<file path="src/rtl/fetch_seq.sv">
// Instruction-fetch sequencer: issues word fetches and buffers halfwords.
// It assembles RVC and 32-bit instructions for decode and flushes on redirect.
module fetch_seq #(
  parameter logic [63:0] RESET_PC = 64'h1000
) (
  input  logic        clk,
  input  logic        rst,
  input  logic        redirect_en,
  input  logic [63:0] redirect_pc,
  input  logic        stall,
  output logic        mem_req_valid,
  input  logic        mem_req_ready,
  output logic [63:0] mem_req_addr,
  input  logic        mem_resp_valid,
  input  logic [31:0] mem_resp_data,
  output logic        inst_valid,
  output logic [31:0] inst,
  output logic        inst_compressed,
  output logic [63:0] inst_pc
);

  typedef enum logic [1:0] {IDLE = 2'd0, REQ = 2'd1, WAIT = 2'd2} state_t;

  state_t      state_q, state_d;
  logic [15:0] hbuf_q [3];
  logic [15:0] hbuf_d [3];
  logic [1:0]  hcnt_q, hcnt_d;
  logic [63:0] fetch_addr_q, fetch_addr_d;
  logic [63:0] pend_addr_q, pend_addr_d;
  logic [63:0] cur_pc_q, cur_pc_d;
  logic        skip_q, skip_d;
  logic        discard_q, discard_d;
  logic        compressed_s;
  logic        consume_s;
  logic [63:0] target_pc_s;

  assign compressed_s    = (hbuf_q[0][1:0] != 2'b11);
  assign inst_valid      = ((hcnt_q >= 2'd1) && compressed_s) || (hcnt_q >= 2'd2);
  assign inst            = compressed_s ? {16'h0000, hbuf_q[0]} : {hbuf_q[1], hbuf_q[0]};
  assign inst_compressed = compressed_s;
  assign inst_pc         = cur_pc_q;
  assign mem_req_valid   = (state_q == REQ);
  assign mem_req_addr    = fetch_addr_q;
  assign consume_s       = inst_valid & ~stall;
  assign target_pc_s     = {redirect_pc[63:1], 1'b0};

  // Next-state: consume shift, response append, fetch FSM, then redirect override.
  always_comb begin
    state_d      = state_q;
    hbuf_d       = hbuf_q;
    hcnt_d       = hcnt_q;
    fetch_addr_d = fetch_addr_q;
    pend_addr_d  = pend_addr_q;
    cur_pc_d     = cur_pc_q;
    skip_d       = skip_q;
    discard_d    = discard_q;

    if (consume_s) begin
      if (compressed_s) begin
        hbuf_d[0] = hbuf_q[1];
        hbuf_d[1] = hbuf_q[2];
        hcnt_d    = hcnt_q - 2'd1;
        cur_pc_d  = cur_pc_q + 64'd2;
      end else begin
        hbuf_d[0] = hbuf_q[2];
        hcnt_d    = hcnt_q - 2'd2;
        cur_pc_d  = cur_pc_q + 64'd4;
      end
    end else begin
      hcnt_d = hcnt_q;
    end

    // Append lands on top of whatever the shift left behind.
    if ((state_q == WAIT) && mem_resp_valid && !discard_q) begin
      if (skip_q) begin
        for (int i = 0; i < 3; i++) begin
          if (2'(i) == hcnt_d) hbuf_d[i] = mem_resp_data[31:16];
          else hbuf_d[i] = hbuf_d[i];
        end
        hcnt_d = hcnt_d + 2'd1;
        skip_d = 1'b0;
      end else begin
        for (int i = 0; i < 3; i++) begin
          if (2'(i) == hcnt_d) hbuf_d[i] = mem_resp_data[15:0];
          else if (2'(i) == hcnt_d + 2'd1) hbuf_d[i] = mem_resp_data[31:16];
          else hbuf_d[i] = hbuf_d[i];
        end
        hcnt_d = hcnt_d + 2'd2;
      end
    end else begin
      skip_d = skip_q;
    end

    case (state_q)
      IDLE: begin
        if ((hcnt_q <= 2'd1) && !redirect_en) state_d = REQ;
        else state_d = IDLE;
      end
      REQ: begin
        if (mem_req_ready) begin
          fetch_addr_d = fetch_addr_q + 64'd4;
          state_d      = WAIT;
        end else begin
          state_d = REQ;
        end
      end
      WAIT: begin
        if (mem_resp_valid) begin
          state_d = IDLE;
          if (discard_q) begin
            discard_d    = 1'b0;
            fetch_addr_d = pend_addr_q;
          end else begin
            discard_d = 1'b0;
          end
        end else begin
          state_d = WAIT;
        end
      end
      default: state_d = IDLE;
    endcase

    // A redirect with a request in flight parks the target until the drop completes.
    if (redirect_en) begin
      hcnt_d   = 2'd0;
      cur_pc_d = target_pc_s;
      skip_d   = redirect_pc[1];
      case (state_q)
        IDLE: fetch_addr_d = {redirect_pc[63:2], 2'b00};
        REQ: begin
          discard_d   = 1'b1;
          pend_addr_d = {redirect_pc[63:2], 2'b00};
        end
        WAIT: begin
          if (mem_resp_valid) begin
            discard_d    = 1'b0;
            fetch_addr_d = {redirect_pc[63:2], 2'b00};
          end else begin
            discard_d   = 1'b1;
            pend_addr_d = {redirect_pc[63:2], 2'b00};
          end
        end
        default: fetch_addr_d = {redirect_pc[63:2], 2'b00};
      endcase
    end else begin
      pend_addr_d = pend_addr_d;
    end
  end

  // State registers with synchronous reset.
  always_ff @(posedge clk) begin
    if (rst) begin
      state_q      <= IDLE;
      hbuf_q       <= '{default: 16'h0000};
      hcnt_q       <= 2'd0;
      fetch_addr_q <= {RESET_PC[63:2], 2'b00};
      pend_addr_q  <= 64'd0;
      cur_pc_q     <= RESET_PC;
      skip_q       <= 1'b0;
      discard_q    <= 1'b0;
    end else begin
      state_q      <= state_d;
      hbuf_q       <= hbuf_d;
      hcnt_q       <= hcnt_d;
      fetch_addr_q <= fetch_addr_d;
      pend_addr_q  <= pend_addr_d;
      cur_pc_q     <= cur_pc_d;
      skip_q       <= skip_d;
      discard_q    <= discard_d;
    end
  end

endmodule

</file>
<file path="config.mk">
export PLATFORM = sky130hd
export DESIGN_NAME = fetch_seq
export DESIGN_NICKNAME = d
export VERILOG_FILES = /design/src/rtl/fetch_seq.sv
export SDC_FILE = /design/constraint.sdc
export NUM_CORES = 1
export LEC_CHECK = 0
export ABC_AREA = 0
export CAP_MARGIN = 0
export CORE_MARGIN = 2
export CORE_UTILIZATION = 48
export CTS_BUF_LIST = sky130_fd_sc_hd__clkbuf_16
export CTS_CLUSTER_SIZE = 24
export DETAILED_ROUTE_END_ITERATION = 6
export GPL_ROUTABILITY_DRIVEN = 0
export PLACE_DENSITY_LB_ADDON = 0.08
export RECOVER_POWER = 25
export SLEW_MARGIN = 20
export SYNTH_ARGS = -nofsm -noshare
export SYNTH_HDL_FRONTEND = slang
export SYNTH_SLANG_ARGS = --single-unit
</file>
<file path="constraint.sdc">
create_clock -name clk -period 3.51 [get_ports clk]
set_clock_uncertainty 0.05 [all_clocks]
set_input_delay 0.351 -clock clk [delete_from_list [all_inputs] [get_ports clk]]
set_output_delay 0.351 -clock clk [all_outputs]
set_load 0.03 [all_outputs]
</file>
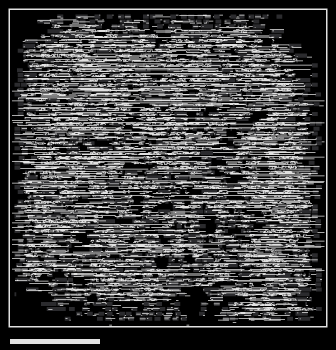
**Above:** met1 routing.
Bar = 50 um.
- nets with wire on the layer: 1,944
- wire length on this layer: 22.2 mm
- share of all routed wire: 40%

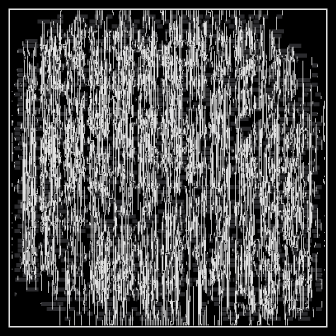
**Above:** signal wires on met2.
- wire length on this layer: 25.8 mm
- nets with wire on the layer: 1,800

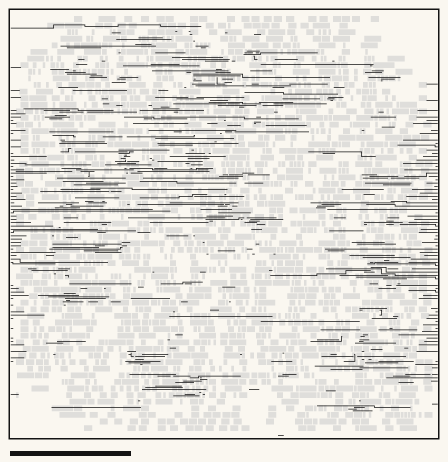
**Above:** metal 3.
Bar = 50 um.
- longest straight run: 64.6 um
- wire length on this layer: 5,210 um
- nets with wire on the layer: 352
- main direction: horizontal
Routed WL: 55,700 um
via count: 15,779
met3 capacity usage during global routing: 4.80%

==> results.txt <==
Physical implementation

The run finished with clean final reports. Per the timing report, the most critical flop-to-flop path finishes at mem_req_addr[54]. The starting density of the core is 48.4%. Per the OpenROAD floorplan log, the area of the die is 31,100 um^2. The cell type that accounts for the most area after synthesis is sky130_fd_sc_hd__dfxtp_1. In the post-synthesis netlist, the cell with the most instances is sky130_fd_sc_hd__nand2_1.

Sequential cells were found to cover 34.1% of the synthesized design area. The total met3 wirelength after detailed routing is 5210 um. Hold repair after CTS inserted 0 buffers. Looking at the max-slew report, the worst-margin pin has a slew of 1320 ps. The first detailed-routing pass ran for 6 iterations. The static leakage is 6.46 nW. The violation tally recorded at the end of detailed-routing iteration 0 is 1,797. The data arrival time at the worst-slack endpoint is 3440 ps. The count of clock tree sinks is 243.

Adding up every negative setup slack in the final design gives 0 ps. Total power normalized to cell area comes to 414 nW/um^2. Across the whole layout, storage elements account for 4860 um^2. In this run, synthesis produced a sequential element count of 243.

Per STA, the worst path is made up of nand4_1 -> or3_1 -> nor4_1 -> nand2b_1 -> or4_1 -> a31oi_1. Per the detail_route report, routed wire per instance is 22.5 um. The final timing report lists a hold violation count of 0. Per the detail_route log, met2 wirelength is 25,800 um. The post-route DRC violation count is 0. The count of buffers inserted at the top-level ports is 262. The final cell utilization of the core is 61.3%. The netlist area before placement is 14,300 um^2. Along the worst hold path, the cell count comes to 3. The logs give a warning total of 38. The maximum vdd ir drop is 0.000281 V.

The synthesized netlist has a Yosys-reported chip area of 14,300 um^2. TritonCTS built the clock tree. Clock latency on the worst-skew pair, taken at its later pin, is 550 ps. In the Yosys stats the netlist draws on 81 distinct library cells. After synthesis, the design contains 1,871 cells according to Yosys. Counting cells, the worst reg-to-reg path comes to 6. The launch point of the critical path was reported as mem_req_addr[12].

In this run, synthesis inferred 0 flip-flops with an integrated enable. Max fanout on the critical path was recorded as 10. At the placement stage, the worst setup path has a slack of 483 ps. Clock-pin slew was measured on the worst setup and hold paths at 60 ps.

For this run, the slowest stage of the critical path takes 610 ps. From synthesis to final layout, the design area changed by 26.6%. Synthesis produced 1,871 cells.

Global routing finished with a remaining overflow of 0. Per the CTS log, the root buffer master is sky130_fd_sc_hd__clkbuf_16. After clock tree synthesis, the setup repair step added 0 buffers. The worst path meets setup with 487 ps of slack. The net count of the mapped netlist is 1,987. The mean cell area of the mapped netlist is 7.63 um^2. STA lists the startpoint of the worst register-to-register path as mem_req_addr[12]. Across every metal layer, demand over resource in global routing totals 34.5%. The number of nets with antenna violations after routing is 0. According to the hold report, the worst path is of the input pin to register type. Per the CTS log, the maximum H-tree level is 1. The most used flip-flop cell after synthesis is sky130_fd_sc_hd__dfxtp_1. According to the finish report, the design has a final net count of 2,174. In this run the worst setup path terminates at mem_req_addr[54]. The most common cell after layout, fill and taps aside is sky130_fd_sc_hd__nand2_1. Ranking logic cells in the layout by count gives the top entries 274 x sky130_fd_sc_hd__nand2_1, 243 x sky130_fd_sc_hd__dfxtp_1, 166 x sky130_fd_sc_hd__clkdlybuf4s50_1. Dividing the detail-routed via count by the number of cells gives 6.39. The final count of negative-setup-slack endpoints is 0.

In the final report, the number of pins over their slew limit comes to 0. The area fraction of the largest cell type after synthesis is 34.1%. The required time at the worst endpoint is listed as 3930 ps.

Setup repair after global routing left no endpoint under its margin. The number of primary I/O pins is 265.
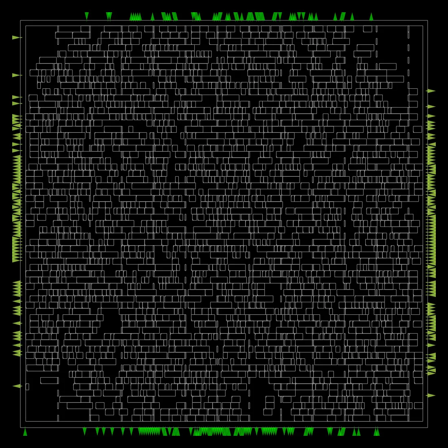
**Above:** cell outlines without signal wires.
layout sequential cell count: 243
CORE AREA: 29,500 um^2

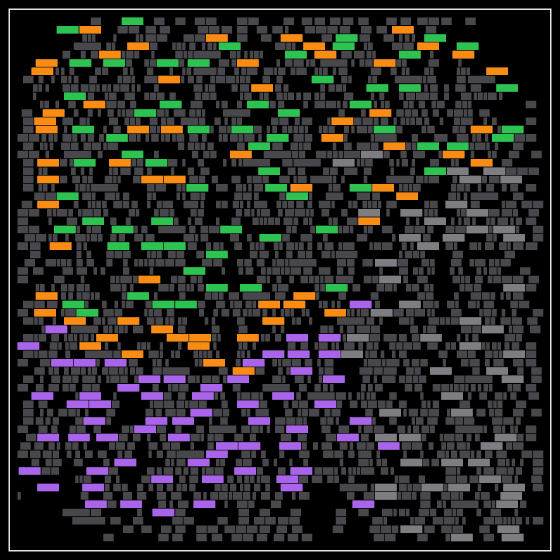
**Above:** where the registers sit.
- `mem_req_addr`: green (sequential cells 64)
- `pend_addr_q`: orange (sequential cells 62)
- `inst_pc`: purple (sequential cells 63)
- not coloured: 54

## metal layers
metal | vias to the layer above | GRT usage [%]
met2 | 861 | 56.5
li1 | 7235 | -
met5 | - | 0
met4 | 0 | 15.3
met3 | 131 | 4.80
met1 | 7552 | 45.3
## logic make-up after synthesis
family | count (synthesis) | synth area share, %
other cells | 1 | 0.0263
mux | 59 | 4.20
simple gates | 758 | 25.9
flops | 243 | 34.1
fa+ha+maj | 14 | 1.23
compound gates | 532 | 24.6
xor+xnor | 65 | 3.99
buf+inv | 199 | 5.97
## power breakdown
part	internal (mW)	total (mW)	switching, mW
Combinational	0.614	1.59	0.975
Sequential	2.92	3.14	0.219
Clock	1.55	2.76	1.21
Total	5.08	7.48	2.40
## critical path, delay by kind of cell (launching register included)
family | cells | cell delay (ps)
compound gates | 1 | 170
flops | 1 | 510
simple gates | 5 | 2190
## flip-flops by register name, summed over array words and instances (netlist names)
signal and flops:
mem_req_addr 64, inst_pc 63, pend_addr_q 62, hbuf_q 48, hcnt_q 2, state_q 2, discard_q 1, skip_q 1
## area by class of cell
type,instances,share of cell area [%]
sequential,243,26.9
clock inverter,22,0.651
clock buffer,29,4.02
antenna,1,0.0138
multi-input combinational,1429,47.7
tap,390,2.70
timing repair buffer,327,17.4
inverter,29,0.616
## through the flow
stage               cells  cell area (um^2)  hold WS, ps
finish               2470             18100          211
global route         2469             18100          209
CTS                  2469             18100          190
detailed placement   2418             17200          389
global placement     2418             17200          389
floorplan            1871             14300          382
No activity file was given, so power comes from the tool's default toggle rates.
